$ cat src/rtl/seg_scan_decoder.sv
`default_nettype none
// ============================================================================
// Module   : seg_scan_decoder
// Purpose  : Decodes a multiplexed active-low 7-segment scan bus back into a
//            hex word, with per-digit dwell filtering and bad-pattern flags.
// Revision : 1.0
// ============================================================================
module seg_scan_decoder #(
    parameter int NDIG   = 4,
    parameter int STABLE = 4
) (
    input  logic                iCLK,
    input  logic                iRST_N,
    input  logic [6:0]          iSEG,
    input  logic [NDIG-1:0]     iDIG_EN,
    output logic [4*NDIG-1:0]   oVALUE,
    output logic                oVALID,
    output logic [NDIG-1:0]     oERR
);

    localparam int c_CNT_W = $clog2(STABLE + 1);
    localparam int c_IDX_W = $clog2(NDIG);

    logic [1:0]             r_rst_sync;
    logic                   w_rst_n;
    logic [6:0]             r_seg;
    logic [NDIG-1:0]        r_en;
    logic [6:0]             r_prev_seg;
    logic [NDIG-1:0]        r_prev_en;
    logic [c_CNT_W-1:0]     r_cnt;
    logic [4*NDIG-1:0]      r_slot;
    logic [NDIG-1:0]        r_slot_err;
    logic [NDIG-1:0]        r_seen;

    logic [NDIG-1:0]        w_low;
    logic                   w_sel_ok;
    logic                   w_same;
    logic                   w_capture;
    logic [NDIG-1:0]        w_cap_mask;
    logic [c_IDX_W-1:0]     w_idx;
    logic [3:0]             w_nib;
    logic                   w_known;

    // Release of reset is re-timed to clk; assertion stays asynchronous.
    always_ff @(posedge iCLK or negedge iRST_N) begin
        if (!iRST_N) begin
            r_rst_sync <= 2'b00;
        end else begin
            r_rst_sync <= {r_rst_sync[0], 1'b1};
        end
    end

    assign w_rst_n = r_rst_sync[1];

    assign w_low      = ~r_en;
    assign w_sel_ok   = (w_low != '0) &&
                        ((w_low & (w_low - {{(NDIG-1){1'b0}}, 1'b1})) == '0);
    assign w_same     = (r_seg == r_prev_seg) && (r_en == r_prev_en);
    assign w_capture  = w_sel_ok && w_same && (r_cnt == c_CNT_W'(STABLE - 1));
    assign w_cap_mask = w_capture ? w_low : '0;

    always_comb begin
        w_idx = '0;
        for (int i = 0; i < NDIG; i++) begin
            if (w_low[i]) begin
                w_idx = c_IDX_W'(i);
            end
        end
    end

    always_comb begin
        w_nib   = 4'h0;
        w_known = 1'b1;
        case (r_seg)
            7'h40: w_nib = 4'h0;
            7'h79: w_nib = 4'h1;
            7'h24: w_nib = 4'h2;
            7'h30: w_nib = 4'h3;
            7'h19: w_nib = 4'h4;
            7'h12: w_nib = 4'h5;
            7'h02: w_nib = 4'h6;
            7'h78: w_nib = 4'h7;
            7'h00: w_nib = 4'h8;
            7'h10: w_nib = 4'h9;
            7'h08: w_nib = 4'hA;
            7'h03: w_nib = 4'hB;
            7'h46: w_nib = 4'hC;
            7'h21: w_nib = 4'hD;
            7'h06: w_nib = 4'hE;
            7'h0E: w_nib = 4'hF;
            default: w_known = 1'b0;
        endcase
    end

    always_ff @(posedge iCLK or negedge w_rst_n) begin
        if (!w_rst_n) begin
            r_seg      <= '0;
            r_en       <= '0;
            r_prev_seg <= '0;
            r_prev_en  <= '0;
            r_cnt      <= '0;
            r_slot     <= '0;
            r_slot_err <= '0;
            r_seen     <= '0;
            oVALUE     <= '0;
            oVALID     <= 1'b0;
            oERR       <= '0;
        end else begin
            r_seg      <= iSEG;
            r_en       <= iDIG_EN;
            r_prev_seg <= r_seg;
            r_prev_en  <= r_en;

            if (!w_sel_ok) begin
                r_cnt <= '0;
            end else if (!w_same) begin
                r_cnt <= c_CNT_W'(1);
            end else if (r_cnt != c_CNT_W'(STABLE)) begin
                r_cnt <= r_cnt + c_CNT_W'(1);
            end

            if (w_capture) begin
                if (w_known) begin
                    r_slot[{w_idx, 2'b00} +: 4] <= w_nib;
                    r_slot_err[w_idx]           <= 1'b0;
                end else begin
                    r_slot_err[w_idx]           <= 1'b1;
                end
            end

            // A capture on the publishing edge opens the next frame.
            if (&r_seen) begin
                oVALUE <= r_slot;
                oERR   <= r_slot_err;
                oVALID <= 1'b1;
                r_seen <= w_cap_mask;
            end else begin
                oVALID <= 1'b0;
                r_seen <= r_seen | w_cap_mask;
            end
        end
    end

endmodule
`default_nettype wire
$ cat config.mk
export PLATFORM = sky130hd
export DESIGN_NAME = seg_scan_decoder
export DESIGN_NICKNAME = d
export VERILOG_FILES = /design/src/rtl/seg_scan_decoder.sv
export SDC_FILE = /design/constraint.sdc
export NUM_CORES = 1
export LEC_CHECK = 0
export ABC_AREA = 1
export ABC_CLOCK_PERIOD_IN_PS = 2200
export CORE_MARGIN = 4
export CORE_UTILIZATION = 25
export CTS_CLUSTER_SIZE = 40
export DETAILED_ROUTE_END_ITERATION = 16
export SLEW_MARGIN = 0
export SYNTH_ARGS = -nofsm -noshare
export SYNTH_HDL_FRONTEND = slang
export SYNTH_SLANG_ARGS = --single-unit
$ cat constraint.sdc
create_clock -name iCLK -period 2.2 [get_ports iCLK]
set_input_delay 0.55 -clock iCLK [delete_from_list [all_inputs] [get_ports iCLK]]
set_output_delay 0.55 -clock iCLK [all_outputs]
set_load 0.005 [all_outputs]
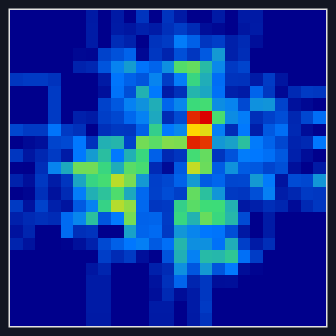
*Wiring heat map, run 1*
25 x 25 tiles, from dark blue (low) to red (high), scaled to the fullest tile. Values are wire area over tile area, all layers added.
fullest tile	0.51
tiles over half the peak	5.4%
densest ninth of the die	centre
nearly empty tiles	36%
mean over tiles	0.068

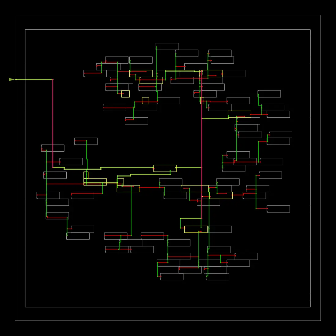
*The clock network, run 1*
Clk power: 1400 uW
Late-Pin Clk Latency: 0.33 ns
registers: 72
CTS Buf Count: 9

==> run notes, run 1 <==
impl run done, here's what came out: Core Box Area=0.0128 sq mm, row count=41, Mapped Nets=391, first-iteration detailed-routing DRC count=123, Synth area leader=dfrtp_1, P per Cell Area=711 mW/mm^2, setup tns final=0 ns, Final nets=434, Final Slew Violations=0, diode count=0, Fin. Hold Viols=0, Synth Register Bits=72, synth top area cells=dfrtp_1, nand2_1, nor2_1, TritonRoute pass-1 iters=6, root buffer cell=clkbuf_16, worst setup path category=register to register, status=complete, no violations, top-count cell post-synth=nand2_1, fp_density=25.8%, post-route clock period utilization=86.3%, global-route wire length before repair=11600 um, element type at the critical path start=register, Buffers on Ports=33, CP Data Required Time=2.47 ns, kind of end point of the critical path=register, Area Growth Syn to Fin=25.9%, total tool warning count=30, Die Size=0.0151 sq mm, routed vias=2438, dpl hpwl=5010 um, Vias/cell=4.13, Seq share, synth=54.7%, drt wl/cell=11.1 um, remaining antenna violation count=0, syn avg cell area=8.88 sq um, Area leader share=54.7%, # Cells Yosys=371, Post-synth EDFFs=0, number of synthesis warnings=0
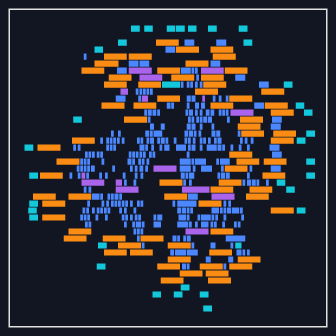
*Placed cells, one colour a class, run 1*
class	colour	cells	share of their area
remaining logic cells	blue	296	38%
registers	orange	72	46%
remaining buffers and delay cells	cyan	35	9.1%
clock drivers and dummy loads	purple	15	7.3%

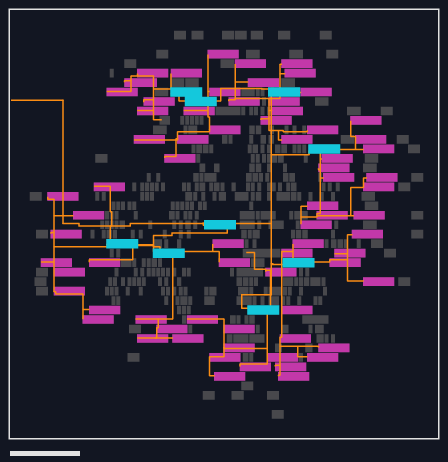
*Clock network drawn from the DEF, run 1*
The bar under the picture is 20 um long.
[clock wires] orange | length: 933 um
[clock-net drivers] cyan | count: 9
[flip-flops] magenta | count: 72
routed clock nets	10

-- run 1: sequential cells by signal (all words and copies together), names as in the netlist, 3 cells and up, named ones only --
name / cells
oERR: 4
oVALUE: 16
r_cnt: 3
r_en: 4
r_prev_en: 4
r_prev_seg: 7
r_seen: 4
r_seg: 7
r_slot: 16
-- run 1: routing by layer --
layer | vias up | GRT usage (%) | part of all wire [%]
met4 | 0 | 3.71 | 2.0
li1 | 1256 | - | -
met1 | 1133 | 11.5 | 46
met3 | 9 | 3.36 | 4.4
met5 | - | 0 | 0
met2 | 40 | 16.1 | 48
-- run 1: layout make-up --
class,instances,area [sq um],share of cell area (%)
sequential,72,1800,43.5
clock buffer,10,229,5.52
timing repair buffer,35,358,8.63
clock inverter,5,58.8,1.42
tap,172,215,5.19
inverter,42,158,3.80
multi-input combinational,254,1330,32.0
-- run 1: metrics by stage --
step	std cells	worst slack, ns	util (%)	hold slack (ns)	instance area, sq um
3_3_place_gp	575	0.147	30.2	0.275	3860
4_1_cts	590	0.182	32.4	0.278	4140
5_1_grt	590	0.0790	32.5	0.313	4150
2_1_floorplan	371	0.0465	-	0.254	3300
3_5_place_dp	575	0.199	30.2	0.284	3860
6_report	590	0.301	32.5	0.256	4150
-- run 1: what timing repair did --
action | 4_1_cts | 5_1_grt
hold buffers | 0 | 0
resized | 0 | 1
endpoints found under the setup margin | 0 | 1
hold endpoints to repair | 0 | 0
-- run 1: worst paths after layout --
check	cells after the start	to	start	slack [ns]
max	8	r_slot[11]	r_en[1]	0.30
min	0	oVALUE[3]	r_rst_sync[1]	0.26
max reg2reg	8	r_slot[11]	r_en[1]	0.30
min reg2reg	0	oVALUE[3]	r_rst_sync[1]	0.26
max in group asynchronous	1	r_cnt[2]	r_rst_sync[1]	1.31
min in group iCLK	0	r_rst_sync[1]	r_rst_sync[0]	0.35
-- run 1: cells in the final DEF, fill, tap and decap left out, drive strengths merged --
cell	synthesis	layout
clkinvlp	0	2
ha	7	7
clkdlybuf4s50	0	33
nor4	1	1
inv	42	42
a21oi	10	10
o21ai	5	5
a21boi	1	1
xnor2	4	4
nand3	27	27
dfrtp	72	72
o22ai	4	4
xor2	1	1
bufinv	0	1
clkbuf	1	10
nor2	52	52
clkinv	0	2
nand2	120	120
conb	1	1
nand4	2	2
mux2	17	17
nor3	2	2
buf	2	2
-- run 1: cell families (layout without fill, tap and decap cells) --
group           count (synthesis)  count (layout)  synth area share (%)
compound gates                 20              20                  3.38
xor+xnor                        5               5                  1.33
fa+ha+maj                       7               7                  2.66
buf+inv                        45              92                  5.20
flops                          72              72                  54.7
mux                            17              17                  5.81
other cells                     1               1                 0.114
simple gates                  204             204                  26.8
-- run 1: worst max-delay path, cell delays in order, from the launching register on --
cell and delay [ns]:
dfrtp_1 0.45, inv_1 0.10, a21oi_2 0.24, ha_1 0.33
inv_1 0.17, nand2_1 0.13, nor3_1 0.23, nand3_1 0.11
nand2_1 0.08
-- run 1: report_power, final --
group / switching (uW) / internal, uW
Combinational: 102 / 60.3
Sequential: 34.0 / 1350
Clock: 531 / 870
### Sequential cells coloured by netlist name, run 1

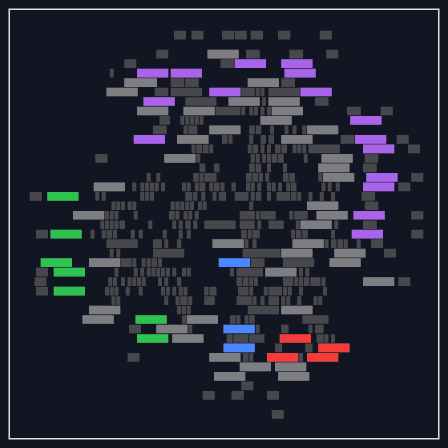

==> run 2: changes to the inputs <==
--- a/config.mk
+++ b/config.mk
@@ -7,6 +7,7 @@
 export LEC_CHECK = 0
 export ABC_AREA = 1
 export ABC_CLOCK_PERIOD_IN_PS = 2200
+export CORE_ASPECT_RATIO = 0.6
 export CORE_MARGIN = 4
 export CORE_UTILIZATION = 25
 export CTS_CLUSTER_SIZE = 40
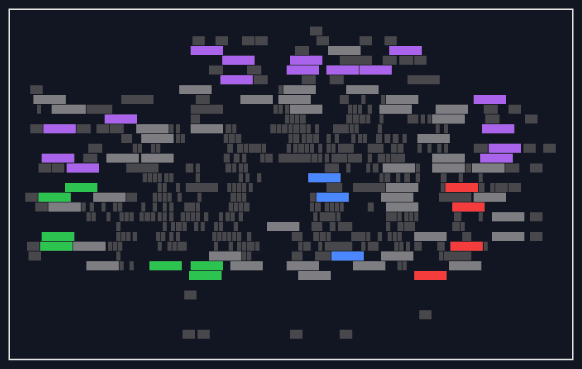
*Sequential cells coloured by netlist name, run 2*
signal	colour	placed flops
r_cnt	blue	3
oVALUE	purple	16
r_seg	green	7
r_seen	red	4
not coloured	42

==> run notes, run 2 <==
impl run done, here's what came out: Die Size=0.0151 sq mm (about the same), Late-Pin Clk Latency=0.33 ns (about the same), Final nets=435 (was 434), worst reg2reg path depth=8 (unchanged), syn avg cell area=8.88 sq um (unchanged), CTS Buf Count=9 (unchanged), synth top area cells=dfrtp_1, nand2_1, nor2_1 (unchanged), row count=32 (was 41), Post-synth EDFFs=0 (unchanged), dominant logic cell type in the layout=nand2_1 (unchanged), # Cells Yosys=371 (unchanged), Fin. Hold Viols=0 (unchanged), top-count cell post-synth=nand2_1 (unchanged), P per Cell Area=699 mW/mm^2 (was 711 mW/mm^2), post-route clock period utilization=88.5% (was 86.3%), Seq share, synth=54.7% (unchanged), Hold-fix buffers, CTS=0 (unchanged), post-route setup slack=0.252 ns (was 0.301 ns), first-iteration detailed-routing DRC count=89 (was 123), Largest regs=oVALUE: 16 flops, r_slot: 16 flops (unchanged), routed vias=2383 (was 2438), global-route wire length before repair=11600 um (about the same), root buffer cell=clkbuf_16 (unchanged), status=complete, no violations (unchanged), PostCTS Resize Cnt=0 (unchanged), TritonRoute pass-1 iters=4 (was 6), Area Growth Syn to Fin=25.8% (was 25.9%), element type at the critical path start=register (unchanged), Area leader share=54.7% (unchanged), Buf+Inv Stages, Crit Path=2 (unchanged), Core Box Area=0.0129 sq mm (was 0.0128 sq mm), diode count=0 (unchanged), fp_density=25.6% (was 25.8%), kind of end point of the critical path=register (unchanged), Mapped Nets=391 (unchanged), Buffers on Ports=33 (unchanged), Synth area leader=dfrtp_1 (unchanged), slowest CP cell=dfrtp_1 (unchanged), worst setup path category=register to register (unchanged), critical-path cell list=inv_1 > a21oi_2 > ha_1 > inv_1 > nand2_1 > nor3_1 > nand3_1 > nand2_1 (unchanged)
## run 2: cell counts after synthesis
No cell type changed its count.
## run 2: final cells by class
| class | instances | area, sq um |
|---|---|---|
| clock buffers | 9 | 225 |
| clock inverters | 7 | 55.1 |
| fillers | 1319 | 8710 |
| inverters | 42 | 158 |
| multi-input cells | 254 | 1330 |
| flip-flops and latches | 72 | 1800 |
| well taps | 170 | 213 |
| repair buffers | 36 | 365 |
## run 2: through the flow
| stage | instances | area [sq um] | hold WS (ns) |
|---|---|---|---|
| after detailed placement | 574 | 3860 | 0.303 |
| after CTS | 590 | 4140 | 0.309 |
| after global placement | 574 | 3860 | 0.298 |
| after global routing | 590 | 4150 | 0.349 |
| after floorplan | 371 | 3300 | 0.254 |
| final | 590 | 4150 | 0.282 |
## run 2: logic make-up (layout without fill, tap and decap cells)
logic type | after synthesis | after routing | share of synthesized area (%)
buffers and inverters | 45 | 94 | 5.20
xor gates and xnor gates | 5 | 5 | 1.33
DFF | 72 | 72 | 54.7
adders and majority gates | 7 | 7 | 2.66
other | 1 | 1 | 0.114
and+or+nand+nor | 204 | 204 | 26.8
AOI/OAI and AO/OA | 20 | 20 | 3.38
muxes | 17 | 17 | 5.81
## run 2: power by group
group	internal [uW]	switching (uW)
sequential	1350	25.3
combinational	61.7	113
clock	772	578
## run 2: worst reg2reg max path: cells and delay by family, from the launching register on
kind | cells | cell delay, ns
AOI/OAI and AO/OA | 1 | 0.25
buffers and inverters | 2 | 0.28
adders and majority gates | 1 | 0.33
and+or+nand+nor | 4 | 0.60
DFF | 1 | 0.44
## run 2: worst max path at each step
stage | end | slack, ns | depth (start not counted) | start
after global routing | r_slot[4] | 0.07 | 11 | r_seg[4]
final | r_slot[11] | 0.25 | 8 | r_en[1]
after CTS | r_slot[11] | 0.13 | 8 | r_en[1]
after floorplan | asynchronous set/reset pin | 0.05 | 0 | r_rst_sync[1]
after global placement | r_slot[11] | 0.09 | 8 | r_en[1]
after detailed placement | r_slot[11] | 0.14 | 8 | r_en[1]
## run 2: per-layer routing
| layer | global-route usage, % | vias up | routed length, um |
|---|---|---|---|
| met3 | 4.38 | 7 | 427 |
| met2 | 11.9 | 42 | 2520 |
| met4 | 2.20 | 0 | 53 |
| met1 | 15.0 | 1080 | 3790 |
| li1 | - | 1254 | - |
| met5 | 0 | - | 0 |
### Placed cells, one colour a class, run 2

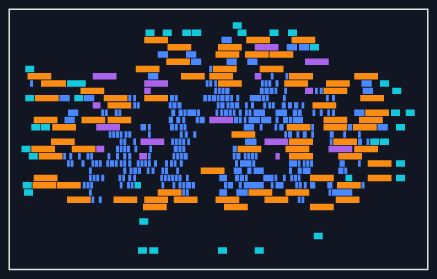

==> run 3: changes to the inputs <==
--- a/config.mk
+++ b/config.mk
@@ -6,8 +6,8 @@
 export NUM_CORES = 1
 export LEC_CHECK = 0
 export ABC_AREA = 1
-export ABC_CLOCK_PERIOD_IN_PS = 2200
-export CORE_ASPECT_RATIO = 0.6
+export ABC_CLOCK_PERIOD_IN_PS = 2300
+export CORE_ASPECT_RATIO = 1.2
 export CORE_MARGIN = 4
 export CORE_UTILIZATION = 25
 export CTS_CLUSTER_SIZE = 40
==> constraint.sdc (replaced) <==
create_clock -name iCLK -period 2.3 [get_ports iCLK]
set_input_delay 0.575 -clock iCLK [delete_from_list [all_inputs] [get_ports iCLK]]
set_output_delay 0.575 -clock iCLK [all_outputs]
set_load 0.005 [all_outputs]
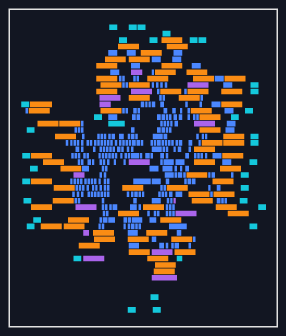
*Placed cells, one colour a class, run 3*
post-layout util: 32.5%
sequential cell area share: 43.4%

==> run notes, run 3 <==
impl run done, here's what came out: status=complete, no violations (unchanged), P per Cell Area=693 mW/mm^2 (was 699 mW/mm^2), gr usage total=9.28% (was 9.66%), global-route wire length before repair=11300 um (was 11600 um), TritonRoute pass-1 iters=4 (unchanged), Mapped Nets=391 (unchanged), # Cells Yosys=371 (unchanged), routed vias=2420 (was 2383), Area leader share=54.7% (unchanged), Core Box Area=0.0128 sq mm (was 0.0129 sq mm), Hold-fix buffers, CTS=0 (unchanged), element type at the critical path start=register (unchanged), row count=45 (was 32), maxcap violations=0 (unchanged), Fin. Hold Viols=0 (unchanged), synth top area cells=dfrtp_1, nand2_1, nor2_1 (unchanged), Die Size=0.0151 sq mm (about the same), YS chip area=0.00330 sq mm (unchanged), setup tns final=0 ns (unchanged), Reg-to-Reg Start=r_en[1] (unchanged), drt wl/cell=10.7 um (was 11.5 um), asr flop ratio synth=100% (unchanged), Final Slew Violations=0 (unchanged), root buffer cell=clkbuf_16 (unchanged), Seq share, synth=54.7% (unchanged), top-count cell post-synth=nand2_1 (unchanged), first-iteration detailed-routing DRC count=55 (was 89), CP Data Required Time=2.57 ns (was 2.47 ns), number of synthesis warnings=0 (unchanged), most numerous logic cells after layout=nand2_1, dfrtp_1, nor2_1, clkdlybuf4s50_1, inv_1 (unchanged), post-layout min period=1.92 ns (was 1.95 ns), fillcell total=1279 (was 1319), fp_density=25.8% (was 25.6%), PostCTS Resize Cnt=0 (unchanged), Post-synth EDFFs=0 (unchanged), worst setup path category=register to register (unchanged), Reg2Reg Setup Slack=0.38 ns (was 0.25 ns), kind of end point of the critical path=register (unchanged), CTS Buf Count=9 (unchanged), total tool warning count=30 (unchanged), post-route clock period utilization=83.3% (was 88.5%), syn avg cell area=8.88 sq um (unchanged), dominant logic cell type in the layout=nand2_1 (unchanged), Synth area leader=dfrtp_1 (unchanged), worst reg2reg path depth=8 (unchanged), Largest regs=oVALUE: 16 flops, r_slot: 16 flops (unchanged), Vias/cell=4.16 (was 4.04), Synth Register Bits=72 (unchanged), RR Endpoint=r_slot[11] (unchanged), Area Growth Syn to Fin=26.0% (was 25.8%), dpl hpwl=4790 um (was 5050 um), Slew HR=54.3%, hold slack=0.312 ns (was 0.282 ns)
[run 3: cell counts after synthesis]
No cell type changed its count.
[run 3: how the worst max path moves through the flow]
stage	start	slack, ns	to	cells after the start
after global routing	r_seg[2]	0.19	r_slot[15]	10
after floorplan	r_rst_sync[1]	0.15	asynchronous set/reset pin	0
after global placement	r_en[1]	0.31	r_slot[11]	8
after detailed placement	r_en[1]	0.38	r_slot[11]	8
after CTS	r_en[1]	0.37	r_slot[11]	8
final	r_en[1]	0.38	r_slot[11]	8
[run 3: cells by family (layout without fill, tap and decap cells)]
group / after synthesis / count (layout) / share of synthesized area, %
flip-flops: 72 / 72 / 54.7
multiplexers: 17 / 17 / 5.81
adder cells (fa/ha/maj): 7 / 7 / 2.66
XOR/XNOR: 5 / 5 / 1.33
other: 1 / 1 / 0.114
AND-OR/OR-AND: 20 / 20 / 3.38
AND/OR/NAND/NOR: 204 / 204 / 26.8
buffers and inverters: 45 / 92 / 5.20
[run 3: where the power goes]
part	leakage, uW	switching [uW]	internal (uW)
clock network	0.000148	482	921
registers	0.000917	33.7	1290
logic	0.00104	93.3	57.3
total	0.00210	609	2270
[run 3: layout make-up]
class | count | area (sq um) | area share [%]
repair buffers | 35 | 358 | 8.61
well taps | 164 | 205 | 4.94
multi-input cells | 254 | 1320 | 31.8
clock buffers | 13 | 270 | 6.51
flip-flops and latches | 72 | 1800 | 43.4
clock inverters | 2 | 37.5 | 0.904
inverters | 42 | 158 | 3.80
[run 3: stage by stage]
stage	std cells	total power, uW	worst slack (ns)	instance area, sq um
final	582	2880	0.383	4150
after global routing	582	3020	0.194	4150
after CTS	582	2920	0.366	4150
after detailed placement	567	1500	0.379	3850
after global placement	567	1500	0.309	3850
after floorplan	371	1440	0.146	3300
[run 3: metal layers]
metal | track usage, % | wire, um | part of all wire, %
met1 | 11.0 | 2750 | 44
met3 | 3.25 | 349 | 5.6
met5 | 0 | 0 | 0
met2 | 15.3 | 2980 | 48
met4 | 3.81 | 135 | 2.2
[run 3: critical path, cell delays in order (launching register included)]
cell and delay (ns):
dfrtp_1 0.44, inv_1 0.08, a21oi_1 0.31, ha_1 0.35, inv_1 0.17, nand2_1 0.13, nor3_1 0.22, nand3_1 0.10
nand2_1 0.07
Power and IR drop assume default switching activity.
